==> src/rtl/mem_arbiter2.sv <==
// ---------------------------------------------------------------------------
// mem_arbiter2
//
// Purpose:
//   Shares one single-port memory (combinational read, clocked write) between
//   two requesters, e.g. instruction fetch (port 0) and load/store (port 1).
//   Arbitration is round-robin. A port may lock ownership for an atomic
//   multi-access sequence. The lock is bounded: once MAX_LOCK consecutive
//   locked grants have gone to one port while the other port waits,
//   ownership is forcibly released.
//
// Ports:
//   clock            rising-edge clock
//   preset_L         asynchronous active-low reset
//   req0/req1        access request per port
//   we0/we1          1 = write, 0 = read
//   lock0/lock1      keep ownership after this grant
//   addr0/addr1      access address
//   wdata0/wdata1    write data
//   gnt0/gnt1        access performed this cycle (combinational)
//   rvalid0/rvalid1  registered one-cycle read-data-valid pulse
//   rdata0/rdata1    registered read data, held until the next read
//   mem_enable       memory enable
//   mem_we           memory write enable
//   mem_address      memory address
//   mem_data_in      memory write data
//   mem_data_out     memory combinational read data
// ---------------------------------------------------------------------------
module mem_arbiter2 #(
    parameter int ADDR_W   = 12,
    parameter int DATA_W   = 32,
    parameter int MAX_LOCK = 8
) (
    input  logic              clock,
    input  logic              preset_L,
    input  logic              req0,
    input  logic              req1,
    input  logic              we0,
    input  logic              we1,
    input  logic              lock0,
    input  logic              lock1,
    input  logic [ADDR_W-1:0] addr0,
    input  logic [ADDR_W-1:0] addr1,
    input  logic [DATA_W-1:0] wdata0,
    input  logic [DATA_W-1:0] wdata1,
    output logic              gnt0,
    output logic              gnt1,
    output logic              rvalid0,
    output logic              rvalid1,
    output logic [DATA_W-1:0] rdata0,
    output logic [DATA_W-1:0] rdata1,
    output logic              mem_enable,
    output logic              mem_we,
    output logic [ADDR_W-1:0] mem_address,
    output logic [DATA_W-1:0] mem_data_in,
    input  logic [DATA_W-1:0] mem_data_out
);

    localparam int CNT_W = $clog2(MAX_LOCK + 1);

    // One extra bit on the incremented count so the limit compare cannot wrap.
    localparam logic [CNT_W:0]   LOCK_LIMIT = (CNT_W + 1)'(MAX_LOCK);
    localparam logic [CNT_W-1:0] LOCK_SAT   = CNT_W'(MAX_LOCK);

    typedef enum logic [1:0] {
        FREE = 2'd0,
        OWN0 = 2'd1,
        OWN1 = 2'd2
    } state_t;

    state_t             state_q, state_d;
    logic               last_q, last_d;
    logic [CNT_W-1:0]   lockCnt_q, lockCnt_d;
    logic               rvalid0_q, rvalid0_d;
    logic               rvalid1_q, rvalid1_d;
    logic [DATA_W-1:0]  rdata0_q, rdata0_d;
    logic [DATA_W-1:0]  rdata1_q, rdata1_d;

    logic               grant0, grant1;
    logic               ownerKept;
    logic [CNT_W:0]     lockCntInc;

    // Grant selection. An owner that still requests takes the memory
    // exclusively; an owner that dropped its request releases ownership in
    // the same cycle, so the cycle falls through to free round-robin.
    always_comb begin
        grant0 = 1'b0;
        grant1 = 1'b0;
        if (state_q == OWN0 && req0) begin
            grant0 = 1'b1;
        end else if (state_q == OWN1 && req1) begin
            grant1 = 1'b1;
        end else if (req0 && req1) begin
            if (last_q) begin
                grant0 = 1'b1;
            end else begin
                grant1 = 1'b1;
            end
        end else if (req0) begin
            grant0 = 1'b1;
        end else if (req1) begin
            grant1 = 1'b1;
        end
    end

    // The locked-grant run only continues if the current owner is the one
    // granted again; a grant won through free arbitration starts a new run.
    // The stored count saturates at MAX_LOCK so a long uncontended lock can
    // never wrap and defeat the forced release once the other port shows up.
    always_comb begin
        ownerKept  = (state_q == OWN0 && grant0) || (state_q == OWN1 && grant1);
        lockCntInc = {1'b0, (ownerKept ? lockCnt_q : {CNT_W{1'b0}})} + {{CNT_W{1'b0}}, 1'b1};

        state_d   = FREE;
        lockCnt_d = '0;
        last_d    = last_q;

        if (grant0) begin
            last_d = 1'b0;
            if (lock0) begin
                if (lockCntInc >= LOCK_LIMIT && req1) begin
                    state_d   = FREE;
                    lockCnt_d = '0;
                end else begin
                    state_d   = OWN0;
                    lockCnt_d = (lockCntInc >= LOCK_LIMIT) ? LOCK_SAT : lockCntInc[CNT_W-1:0];
                end
            end
        end else if (grant1) begin
            last_d = 1'b1;
            if (lock1) begin
                if (lockCntInc >= LOCK_LIMIT && req0) begin
                    state_d   = FREE;
                    lockCnt_d = '0;
                end else begin
                    state_d   = OWN1;
                    lockCnt_d = (lockCntInc >= LOCK_LIMIT) ? LOCK_SAT : lockCntInc[CNT_W-1:0];
                end
            end
        end
    end

    // Memory side: the winner drives the bus; with no grant the address and
    // write data simply follow port 0 and the write enable stays low.
    always_comb begin
        mem_enable  = grant0 | grant1;
        mem_we      = grant1 ? we1 : (grant0 & we0);
        mem_address = grant1 ? addr1 : addr0;
        mem_data_in = grant1 ? wdata1 : wdata0;
    end

    // Read return path: capture the memory's combinational data at the edge
    // that ends a read grant; rdata holds until that port reads again.
    always_comb begin
        rvalid0_d = grant0 & ~we0;
        rvalid1_d = grant1 & ~we1;
        rdata0_d  = rvalid0_d ? mem_data_out : rdata0_q;
        rdata1_d  = rvalid1_d ? mem_data_out : rdata1_q;
    end

    // State registers. last resets to 1 so port 0 wins the first conflict.
    always_ff @(posedge clock or negedge preset_L) begin
        if (!preset_L) begin
            state_q   <= FREE;
            last_q    <= 1'b1;
            lockCnt_q <= '0;
            rvalid0_q <= 1'b0;
            rvalid1_q <= 1'b0;
            rdata0_q  <= '0;
            rdata1_q  <= '0;
        end else begin
            state_q   <= state_d;
            last_q    <= last_d;
            lockCnt_q <= lockCnt_d;
            rvalid0_q <= rvalid0_d;
            rvalid1_q <= rvalid1_d;
            rdata0_q  <= rdata0_d;
            rdata1_q  <= rdata1_d;
        end
    end

    assign gnt0    = grant0;
    assign gnt1    = grant1;
    assign rvalid0 = rvalid0_q;
    assign rvalid1 = rvalid1_q;
    assign rdata0  = rdata0_q;
    assign rdata1  = rdata1_q;

endmodule

==> config.mk <==
export PLATFORM = sky130hd
export DESIGN_NAME = mem_arbiter2
export DESIGN_NICKNAME = d
export VERILOG_FILES = /design/src/rtl/mem_arbiter2.sv
export SDC_FILE = /design/constraint.sdc
export NUM_CORES = 1
export LEC_CHECK = 0
export CAP_MARGIN = 15
export CELL_PAD_IN_SITES_DETAIL_PLACEMENT = 0
export CELL_PAD_IN_SITES_GLOBAL_PLACEMENT = 2
export CORE_ASPECT_RATIO = 0.75
export CORE_MARGIN = 8
export CORE_UTILIZATION = 22
export DETAILED_ROUTE_END_ITERATION = 7
export PLACE_DENSITY = 0.9
export SKIP_LAST_GASP = 1
export SLEW_MARGIN = 15
export SYNTH_ARGS = -nofsm -noshare
export SYNTH_HDL_FRONTEND = slang
export SYNTH_SLANG_ARGS = --single-unit
==> constraint.sdc <==
create_clock -name clock -period 7.2 [get_ports clock]
set_clock_uncertainty 0.15 [all_clocks]
set_input_delay 2.16 -clock clock [delete_from_list [all_inputs] [get_ports clock]]
set_output_delay 2.16 -clock clock [all_outputs]
set_load 0.02 [all_outputs]
==> metrics.yaml, run 1 <==
yosys:
  ys_seq_share_pct: 52.93
  synthCells: 238
  ys.flop_type: "dfrtp_1"
  edf_count: 0
  ys_area_um2: 3453
  synthArstFlopShare_pct: 100.0
  yosys-stat-cells: 238
  ys_seq_elements: 73
  avgSynthCellArea_um2: 14.51
  fp_nets: 367
  synth.distinct_cells: 31
  yosysWarnings: 0
  syn_area_um2: 3453
run_status:
  status: "finished clean"
final_timing:
  clock.fmax_ghz: 0.1493
  final_hold_viol_count: 0
  rsz0062_at_grt: "no"
  post-route-period-util_pct: 93.04
  slew_headroom_pct: 39.93
  holdWs_ns: 0.3551
  worst_pin_slew_ns: 0.9010
  finalMaxSlewViolations: 0
  post-route-min-period_ns: 6.699
  fin_ws_ns: 0.5014
  finalSetupViolCount: 0
  tns_ns: 0
critical_path:
  crit_top_cell: "clkdlybuf4s50_1"
  path_max_fanout: 46
  critPathCaptureType: "primary output"
  cp_data_arrival_time_ns: 4.39
  slowest_stage: "clkdlybuf4s50_1"
  slowest_delay_ns: 0.68
  start_kind: "input pin"
  crit_type: "in -> out"
  cp.required_ns: 4.89
  path_cells: "clkdlybuf4s50_1 > inv_2 > a21oi_4 > buf_12 > mux2_2 > clkdlybuf4s50_1"
placed_design:
  io_buffers: 241
  gp_congestion: 0.7686
  dpl.hpwl_mm: 11.00
  dp.cells: 676
  pre_cts_slack_ns: 0.5003
cells_and_area:
  fill_cells: 1380
  drive_gt1_share_pct: 27.72
  areaGrowthSynthToFinish_pct: 84.82
  lay_top_cells: "clkdlybuf4s50_1 (236), mux2_2 (106), dfrtp_1 (72), clkbuf_16 (9), buf_4 (7)"
  logic_area_um2: 1510
  n_antenna_cell: 0
  nets: 611
floorplan:
  fp.dieW_um: 160.7
  die_height_um: 124.5
  chip_area_um2: 20000
  fp_util_pct: 22.61
  fp.coreArea_um2: 15270
  num_rows: 39
  ios: 242
routing:
  drtIter0Drc: 80
  vias_per_cell: 4.273
  route.detailed.drc: 0
  routed_wl_mm: 13.45
  postRouteAntennaNets: 0
  wl_per_cell_um: 19.44
  num_vias: 2957
  dr.pass1.iters: 4
clocking:
  cts_setup_buffers: 0
  clk_pin_slew_worst_paths_ns: 0.05
  root_buffer: "clkbuf_16"
  clock_path_buffers: 2
  cts_tree: "done"
  htreeDepth: 3
  hold_buffers: 0
  clkLatencyLatePin_ns: 0.33
  clock_sinks: 73
  cts_made_buffers: 9
  post_cts_resized: 0
job:
  cap_violations: 0
  tool_warnings: 26
worst_hold_path:
  hold_path_class: "reg -> reg"
global_route:
  grt_pass1_vias: 3462
  antenna_found_initial: 0
  gr-total-overflow: 0
  grt_pass1_wl_mm: 20.92
  grt_max_degree: 74
pwr:
  power-per-cell-area_nw_per_um2: 251.7
  p_leak_nw: 2.518
  ir_drop_mv: 0.1020
-- run 1: worst max-delay path: cells and delay by family --
kind / cells / cell delay, ns
muxes: 1 / 0.37
buffers and inverters: 4 / 1.67
AOI/OAI and AO/OA: 1 / 0.16
-- run 1: metrics by stage --
step	cell area, um^2	total power [W]
finish	6382	0.001607
global route	6382	0.001687
CTS	6382	0.001637
detailed placement	6046	0.001123
global placement	6046	0.001111
floorplan	3453	0.0007962
-- run 1: Yosys cell counts (2+ instances only) --
master	count	area share, %
a211oi_1	2	0.43
a21oi_1	5	0.72
a22oi_1	2	0.43
and2_1	3	0.54
buf_2	5	0.72
buf_6	7	2.3
dfrtp_1	72	52
inv_1	2	0.22
mux2_1	2	0.65
mux2_2	106	35
nand2_1	4	0.43
nand3_1	2	0.29
nor2_1	5	0.54
o211ai_1	2	0.43
o21ai_0	3	0.43
-- run 1: logic make-up after synthesis --
group / Yosys count / share of synthesized area [%]
simple gates: 20 / 3.479
fa+ha+maj: 1 / 0.3623
xor+xnor: 1 / 0.2537
buf+inv: 15 / 3.333
flops: 73 / 52.93
mux: 108 / 35.22
compound gates: 20 / 4.420
-- run 1: metal layers --
metal / track usage (%) / vias up / wire [um]
li1: - / 1352 / -
met1: 13.21 / 1436 / 4879
met2: 23.99 / 155 / 6836
met3: 7.067 / 14 / 1517
met4: 4.002 / 0 / 221
met5: 0 / - / 0
-- run 1: state kept, by name, indices dropped and copies added, names as in the netlist --
| name | cells |
|---|---|
| last_q | 1 |
| lockCnt_q | 4 |
| rdata0 | 32 |
| rdata1 | 32 |
| rvalid0 | 1 |
| rvalid1 | 1 |
| state_q | 2 |
-- run 1: layout make-up --
class | count | area share, %
clock buffers | 11 | 3.646
clock inverters | 5 | 1.627
inverters | 3 | 0.1764
multi-input cells | 150 | 23.66
flip-flops and latches | 73 | 28.64
well taps | 205 | 4.019
repair buffers | 245 | 38.23
-- run 1: worst paths after layout --
path | cells after the start | slack (ns) | start | to
hold / removal | 1 | 0.36 | rdata1[22]$_DFFE_PN0P_ | rdata1[22]$_DFFE_PN0P_
min in group asynchronous | 2 | 1.91 | preset_L | rdata0[16]$_DFFE_PN0P_
hold reg to reg | 1 | 0.36 | rdata1[22]$_DFFE_PN0P_ | rdata1[22]$_DFFE_PN0P_
max in group asynchronous | 2 | 4.41 | preset_L | state_q[0]$_DFF_PN0_
setup reg to reg | 5 | 4.98 | state_q[0]$_DFF_PN0_ | rdata1[8]$_DFFE_PN0P_
setup / recovery | 6 | 0.50 | req1 | mem_data_in[29]
-- run 1: report_power, final --
| group | internal, W | switching (W) | total [W] |
|---|---|---|---|
| Sequential | 0.000489 | 0.0000403 | 0.000529 |
| Clock | 0.000338 | 0.000163 | 0.000502 |
| Combinational | 0.000318 | 0.000258 | 0.000576 |
| Total | 0.00114 | 0.000462 | 0.00161 |
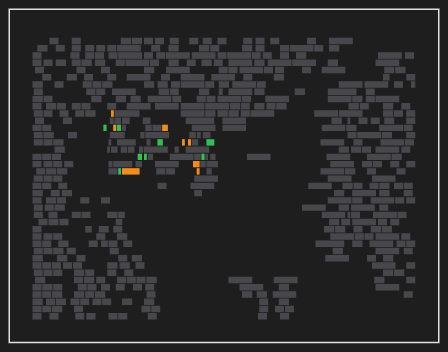
Run 1: selected gate families
Key: orange = NOR gates [cells 8, most used nor2_1, where center]; green = NAND gates [cells 8, most used nand2_1]
multi-input combinational area share: 23.66%
non-filler cells, final: 692
Commonest Layout Cell: clkdlybuf4s50_1

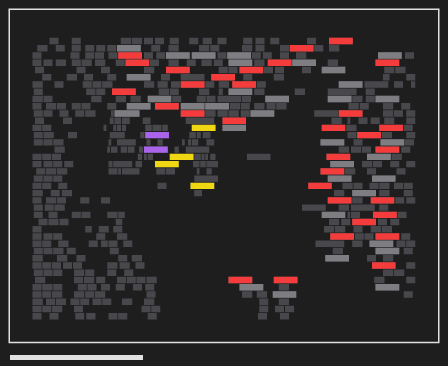
Run 1: where the registers sit
The bar under the picture is 50 um long. Other sequential cells in the stronger gray, the rest of the logic in the fainter gray.
Key: yellow = lockCnt_q [flops 4, where center]; purple = state_q [flops 2]; red = rdata1 [flops 32]
register area: 1828 um^2
fraction of area in registers: 28.64%

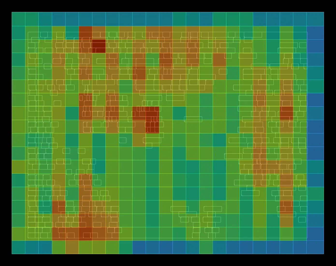
Run 1: routing congestion
fin util: 41.79%
All-Layer GR Usage: 13.42%

Run 1, metal layers overlaid:
The bar under the picture is 50 um long. Two of the layers only.
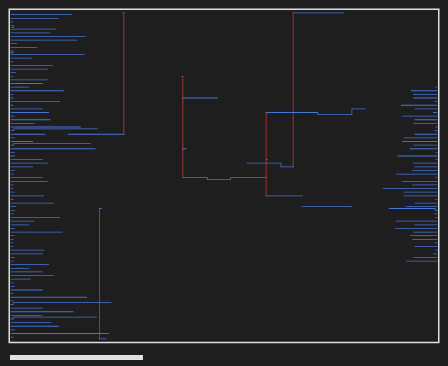

==> inputs of run 2 (changes only) <==
Clock period 7.2 ns to 8 ns, I/O delays scaled along.
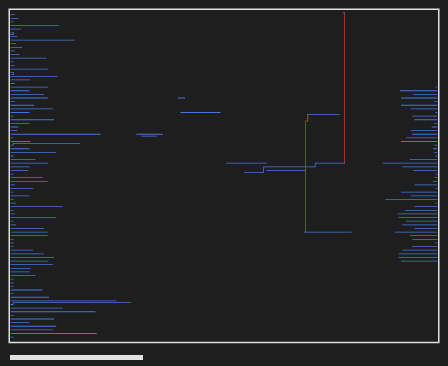
Run 2: metal layers overlaid
The bar under the picture is 50 um long. Two of the layers only.
Key: red = met4 [wire length 102 um]; blue = met3 [wire length 1360 um]
DR vias: 2980
WL per Instance: 19.65 um

==> metrics.yaml, run 2 <==
final_timing:
  worst_pin_slew_ns: 0.9114  # +0.01036 ns
  final_hold_viol_count: 0  # unchanged
  clock.fmax_ghz: 0.1386
  tns_ns: 0  # unchanged
  finalSetupViolCount: 0  # unchanged
  post-route-period-util_pct: 90.21
  slew_headroom_pct: 39.24  # -0.69 points
  rsz0062_at_grt: "no"
  finalMaxSlewViolations: 0  # unchanged
  post-route-min-period_ns: 7.217
critical_path:
  cp_data_arrival_time_ns: 4.67  # +0.28 ns
  critPathCaptureType: "primary output"
  timing.critical_path.to: "mem_data_in[26]"
  slowest_delay_ns: 0.68  # about the same
  reg2reg_depth: 5  # unchanged
  path_cells: "clkdlybuf4s50_1 > inv_2 > a21oi_4 > buf_12 > mux2_2 > clkdlybuf4s50_1"
  slowest_stage: "clkdlybuf4s50_1"
  cp.required_ns: 5.45  # +0.56 ns
  start_kind: "input pin"
  crit_type: "in -> out"
  ff2ff_setup_slack_ns: 5.79  # +0.81 ns
  rr_startpoint: "state_q[0]$_DFF_PN0_"
  path_max_fanout: 46  # unchanged
  r2r_end: "rdata1[7]$_DFFE_PN0P_"
  startpoint: "req1"
  crit_top_cell: "clkdlybuf4s50_1"
floorplan:
  die_height_um: 124.5  # unchanged
  fp.dieW_um: 160.7  # unchanged
  fp_util_pct: 22.61  # unchanged
  ios: 242  # unchanged
  chip_area_um2: 20000  # unchanged
  fp.coreArea_um2: 15270  # unchanged
  num_rows: 39  # unchanged
yosys:
  avgSynthCellArea_um2: 14.51  # unchanged
  edf_count: 0  # unchanged
  ys.flop_type: "dfrtp_1"
  synthCells: 238  # unchanged
  top_cell_area_share_pct: 52.17  # unchanged
  yosys-stat-cells: 238  # unchanged
  top_area_cell: "dfrtp_1"
  fp_nets: 367  # unchanged
  ys_top_cells_by_count: "mux2_2 (106), dfrtp_1 (72), buf_6 (7)"
  synthArstFlopShare_pct: 100.0  # unchanged
  ys_area_um2: 3453  # unchanged
  synth.distinct_cells: 31  # unchanged
  yosysWarnings: 0  # unchanged
  area_leaders: "dfrtp_1 (52%), mux2_2 (35%), buf_6 (2.3%)"
  synth_top_cell_by_count: "mux2_2"
  syn_area_um2: 3453  # unchanged
  ys_seq_elements: 73  # unchanged
  ys_seq_share_pct: 52.93  # unchanged
placed_design:
  gp_congestion: 0.7623  # -0.82%
  dpl_cell_area_um2: 6056  # +0.17%
  io_buffers: 241  # unchanged
  dpl.hpwl_mm: 11.16  # +1.5%
cells_and_area:
  drive_gt1_share_pct: 27.31  # -0.41 points
  lay_top_cells: "clkdlybuf4s50_1 (240), mux2_2 (106), dfrtp_1 (72), clkbuf_16 (9)"
  nets: 611  # unchanged
  post-route-cell-area_um2: 6351  # -0.49%
  lay_top_count: "clkdlybuf4s50_1"
  areaGrowthSynthToFinish_pct: 83.91
clocking:
  post_cts_resized: 0  # unchanged
  clock_sinks: 73  # unchanged
  cts_tree: "done"
  cts_setup_buffers: 0  # unchanged
  hold_buffers: 0  # unchanged
  clkLatencyLatePin_ns: 0.33  # about the same
  cts_made_buffers: 9  # unchanged
  root_buffer: "clkbuf_16"
  htreeDepth: 3  # unchanged
  clk_pin_slew_worst_paths_ns: 0.06  # about the same
  clock_path_buffers: 2  # unchanged
routing:
  route.detailed.drc: 0  # unchanged
  vias_per_cell: 4.300  # +0.63%
  dr.pass1.iters: 4  # unchanged
  routed_wl_mm: 13.62  # +1.2%
  drtIter0Drc: 97  # +21%
  postRouteAntennaNets: 0  # unchanged
worst_hold_path:
  worstHoldPathCells: 1  # unchanged
  hold_path_class: "reg -> reg"
global_route:
  antenna_found_initial: 1  # +1
  grt_pass1_vias: 3375  # -2.5%
  gr-total-overflow: 0  # unchanged
  grt_pass1_wl_mm: 20.78  # -0.69%
  grt.total_usage_pct: 13.37  # -0.042 points
  grt_max_degree: 74  # unchanged
pwr:
  power-per-cell-area_nw_per_um2: 216.2  # -14%
  p_switching_w: 0.0004192  # -9.2%
  clockPowerShare_pct: 27.5  # -3.7 points
  p_leak_nw: 2.485  # -1.3%
  ir_drop_mv: 0.09421  # -7.7%
  swShare_pct: 30.53  # +1.8 points
  intPower_w: 0.0009540  # -17%
  seqPwrFrac_pct: 34.7  # +1.8 points
  combPwrFrac_pct: 37.8  # +1.9 points
run_status:
  status: "finished clean"
job:
  tool_warnings: 26  # unchanged
  cap_violations: 0  # unchanged
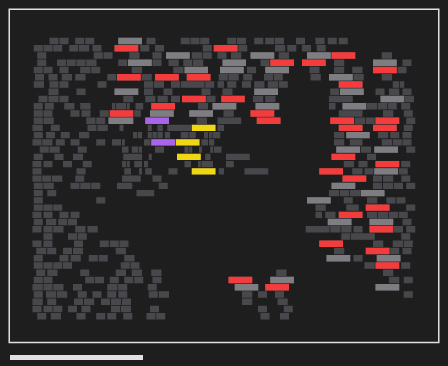
Run 2: where the registers sit
The bar under the picture is 50 um long. Other sequential cells in the stronger gray, the rest of the logic in the fainter gray.
Key: purple = state_q [flops 2]; red = rdata1 [flops 32]; yellow = lockCnt_q [flops 4, where center]
Another 35 sequential cells are not colored.
fraction of area in registers: 28.78%
fin util: 41.58%
Seq group: 0.000477 W

## run 2: cell counts after synthesis
No cell type changed its count.
## run 2: worst min-delay path by stage
| stage | startpoint | slack, ns | to |
|---|---|---|---|
| 2_1_floorplan | last_q$_DFFE_PN1P_ | 0.34 | last_q$_DFFE_PN1P_ |
| 3_3_place_gp | rdata0[6]$_DFFE_PN0P_ | 0.34 | rdata0[6]$_DFFE_PN0P_ |
| 3_5_place_dp | rdata1[27]$_DFFE_PN0P_ | 0.34 | rdata1[27]$_DFFE_PN0P_ |
| 5_1_grt | rdata0[2]$_DFFE_PN0P_ | 0.37 | rdata0[2]$_DFFE_PN0P_ |
| 6_report | rdata0[2]$_DFFE_PN0P_ | 0.35 | rdata0[2]$_DFFE_PN0P_ |
| 4_1_cts | rdata1[27]$_DFFE_PN0P_ | 0.36 | rdata1[27]$_DFFE_PN0P_ |
## run 2: layout make-up
type                            count  area, um^2
Antenna cell                        1       2.502
Clock buffer                       11       252.7
Clock inverter                      5       40.04
Fill cell                        1456        8922
Inverter                            3       11.26
Multi-Input combinational cell    150        1510
Sequential cell                    73        1828
Tap cell                          205       256.5
Timing Repair Buffer              245        2450
## run 2: cell families (layout without fill, tap and decap cells)
family                   after synthesis  count (layout)  share of synthesized area (%)
XOR/XNOR                               1               1                         0.2537
multiplexers                         108             108                          35.22
AND/OR/NAND/NOR                       20              20                          3.479
other                                  0               1                              0
flip-flops                            73              73                          52.93
adder cells (fa/ha/maj)                1               1                         0.3623
buffers and inverters                 15             264                          3.333
AND-OR/OR-AND                         20              20                          4.420
## run 2: through the flow
stage / instances / hold slack (ns) / power, W / setup slack, ns / util, %
floorplan: 238 / 0.3442 / 0.0007165 / 1.929 / -
global route: 693 / 0.3715 / 0.001442 / 0.6828 / 41.58
finish: 693 / 0.3526 / 0.001373 / 0.7835 / 41.58
global placement: 676 / 0.3384 / 0.001002 / 0.8372 / 39.65
detailed placement: 676 / 0.3441 / 0.001010 / 0.7780 / 39.65
CTS: 692 / 0.3562 / 0.001398 / 0.7673 / 41.57
## run 2: routing by layer
| layer | part of all wire [%] | vias to the layer above | wire length, um | global-route usage (%) |
|---|---|---|---|---|
| met5 | 0 | - | 0 | 0 |
| met4 | 0.74 | 0 | 101 | 4.002 |
| met3 | 10 | 5 | 1364 | 6.044 |
| met2 | 52 | 156 | 7037 | 23.87 |
| met1 | 38 | 1463 | 5112 | 13.81 |
| li1 | - | 1356 | - | - |
## run 2: power groups by stage
stage          clock network [W]  logic [W]  registers, W
2_1_floorplan                  0   0.000152      0.000565
3_3_place_gp                   0   0.000522      0.000480
3_5_place_dp                   0   0.000526      0.000485
4_1_cts                 0.000391   0.000528      0.000478
5_1_grt                 0.000408   0.000548      0.000486
6_report                0.000378   0.000519      0.000477
## run 2: critical path: cells and delay by family
family,cells,cell delay [ns]
buffers and inverters,4,1.68
AOI/OAI and AO/OA,1,0.16
muxes,1,0.40
==> inputs of run 3 (changes only) <==
Settings changed: SKIP_LAST_GASP 1 to unset.
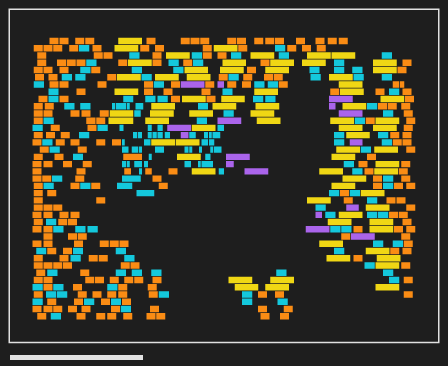
Run 3: cell classes on the final placement
The bar under the picture is 50 um long.
Key: cyan = all other logic [cells 153, share of their area 25%]; purple = clock drivers and dummy loads [cells 16, share of their area 4.8%]; yellow = flip-flops [cells 73, share of their area 30%]; orange = other buffers and delay cells [cells 245, share of their area 40%]
row count: 39
core area: 15270 um^2
design area: 6351 um^2

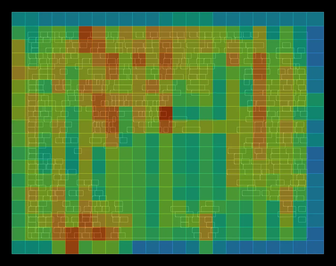
Run 3: routing congestion
met2 Usage GRT: 23.87%
met1 GRT Util: 13.81%
All-Layer GR Usage: 13.37%
busiest grt layer: met2
GR Util met3: 6.044%

==> metrics.yaml, run 3 <==
final_timing:
  slew_headroom_pct: 39.24  # unchanged
  finalSetupViolCount: 0  # unchanged
  post-route-period-util_pct: 90.21  # unchanged
  final_hold_viol_count: 0  # unchanged
  finalMaxSlewViolations: 0  # unchanged
  rsz0062_at_grt: "no"
  worst_pin_slew_ns: 0.9114  # unchanged
  post-route-min-period_ns: 7.217  # unchanged
  clock.fmax_ghz: 0.1386  # unchanged
  tns_ns: 0  # unchanged
cells_and_area:
  fin_util_pct: 41.58  # unchanged
  nets: 611  # unchanged
  lay_top_cells: "clkdlybuf4s50_1 (240), mux2_2 (106), dfrtp_1 (72), clkbuf_16 (9)"
  areaGrowthSynthToFinish_pct: 83.91  # unchanged
  lay_top_count: "clkdlybuf4s50_1"
  drive_gt1_share_pct: 27.31  # unchanged
routing:
  num_vias: 2980  # unchanged
  postRouteAntennaNets: 0  # unchanged
  routed_wl_mm: 13.62  # unchanged
  drtIter0Drc: 97  # unchanged
  route.detailed.drc: 0  # unchanged
  dr.pass1.iters: 4  # unchanged
  vias_per_cell: 4.300  # unchanged
  wl_per_cell_um: 19.65  # unchanged
yosys:
  synthArstFlopShare_pct: 100.0  # unchanged
  ys_top_cells_by_count: "mux2_2 (106), dfrtp_1 (72), buf_6 (7)"
  top_area_cell: "dfrtp_1"
  area_leaders: "dfrtp_1 (52%), mux2_2 (35%), buf_6 (2.3%)"
  ys_seq_share_pct: 52.93  # unchanged
  yosys-stat-cells: 238  # unchanged
  fp_nets: 367  # unchanged
  yosysWarnings: 0  # unchanged
  top_cell_area_share_pct: 52.17  # unchanged
  syn_area_um2: 3453  # unchanged
  synth_top_cell_by_count: "mux2_2"
  ys.flop_type: "dfrtp_1"
  synthCells: 238  # unchanged
  edf_count: 0  # unchanged
  avgSynthCellArea_um2: 14.51  # unchanged
  synth.distinct_cells: 31  # unchanged
  ys_seq_elements: 73  # unchanged
  ys_area_um2: 3453  # unchanged
pwr:
  p_leak_nw: 2.485  # unchanged
  power-per-cell-area_nw_per_um2: 216.2  # unchanged
  ir_drop_mv: 0.09421  # unchanged
placed_design:
  io_buffers: 241  # unchanged
  dpl.hpwl_mm: 11.16  # unchanged
  gp_congestion: 0.7623  # unchanged
critical_path:
  critical_path.top_delay_family: "buffers and inverters"
  slowest_stage: "clkdlybuf4s50_1"
  slowest_delay_ns: 0.68  # about the same
  path_cells: "clkdlybuf4s50_1 > inv_2 > a21oi_4 > buf_12 > mux2_2 > clkdlybuf4s50_1"
  crit_type: "in -> out"
  start_kind: "input pin"
  path_max_fanout: 46  # unchanged
  path_buffers: 4  # unchanged
  critPathCaptureType: "primary output"
  crit_top_cell: "clkdlybuf4s50_1"
  cp.required_ns: 5.45  # about the same
  cp_data_arrival_time_ns: 4.67  # about the same
floorplan:
  fp.dieW_um: 160.7  # unchanged
  die_height_um: 124.5  # unchanged
  ios: 242  # unchanged
  chip_area_um2: 20000  # unchanged
  fp_util_pct: 22.61  # unchanged
clocking:
  cts_tree: "done"
  cts_setup_buffers: 0  # unchanged
  clk_pin_slew_worst_paths_ns: 0.06  # about the same
  post_cts_resized: 0  # unchanged
  clock_path_buffers: 2  # unchanged
  cts_made_buffers: 9  # unchanged
  clock_sinks: 73  # unchanged
  root_buffer: "clkbuf_16"
  hold_buffers: 0  # unchanged
  htreeDepth: 3  # unchanged
  clkLatencyLatePin_ns: 0.33  # about the same
global_route:
  grt_pass1_wl_mm: 20.78  # unchanged
  grt_pass1_vias: 3375  # unchanged
  antenna_found_initial: 1  # unchanged
  gr-total-overflow: 0  # unchanged
  grt_max_degree: 74  # unchanged
job:
  cap_violations: 0  # unchanged
  tool_warnings: 26  # unchanged
worst_hold_path:
  hold_path_class: "reg -> reg"
run_status:
  status: "finished clean"
==> run 3: cells by family after synthesis <==
| family | synth area share, % |
|---|---|
| AOI/OAI and AO/OA | 4.420 |
| xor gates and xnor gates | 0.2537 |
| adders and majority gates | 0.3623 |
| buffers and inverters | 3.333 |
| DFF | 52.93 |
| muxes | 35.22 |
| and+or+nand+nor | 3.479 |
==> run 3: per-stage QoR <==
stage	cell area (um^2)	total power [W]	hold WS [ns]	worst slack, ns	instances
after floorplan	3453	0.0007165	0.3442	1.929	238
after global placement	6056	0.001002	0.3384	0.8372	676
after detailed placement	6056	0.001010	0.3441	0.7780	676
after CTS	6349	0.001398	0.3562	0.7673	692
after global routing	6351	0.001442	0.3715	0.6828	693
final	6351	0.001373	0.3526	0.7835	693
==> run 3: per-layer routing <==
layer | vias to the layer above | routed length, um | part of all wire (%)
li1 | 1356 | - | -
met1 | 1463 | 5112 | 38
met2 | 156 | 7037 | 52
met3 | 5 | 1364 | 10
met4 | 0 | 101 | 0.74
met5 | - | 0 | 0
==> run 3: power by group <==
group | internal [W] | switching (W)
logic | 0.000287 | 0.000232
registers | 0.000440 | 0.0000368
clock network | 0.000228 | 0.000150
==> run 3: worst register-to-register path, delay by kind of cell (launching register included) <==
family                 cells  cell delay [ns]
AOI/OAI and AO/OA          2             0.50
buffers and inverters      1             0.44
muxes                      1             0.44
DFF                        1             0.39
and+or+nand+nor            1             0.19
==> run 3: final cells by class <==
class | count | area [um^2]
inverters | 3 | 11.26
flip-flops and latches | 73 | 1828
diodes | 1 | 2.502
multi-input cells | 150 | 1510
fillers | 1456 | 8922
well taps | 205 | 256.5
clock inverters | 5 | 40.04
clock buffers | 11 | 252.7
repair buffers | 245 | 2450
==> run 3: final timing paths <==
kind / slack, ns / end / from / cells past startpoint
max: 0.78 / mem_data_in[26] / req1 / 6
min reg2reg: 0.35 / rdata0[2]$_DFFE_PN0P_ / rdata0[2]$_DFFE_PN0P_ / 1
max reg2reg: 5.79 / rdata1[7]$_DFFE_PN0P_ / state_q[0]$_DFF_PN0_ / 5
min in group asynchronous: 2.14 / rdata1[16]$_DFFE_PN0P_ / preset_L / 2
min: 0.35 / rdata0[2]$_DFFE_PN0P_ / rdata0[2]$_DFFE_PN0P_ / 1
max in group asynchronous: 4.97 / lockCnt_q[2]$_DFF_PN0_ / preset_L / 2
Power and IR drop assume default switching activity.
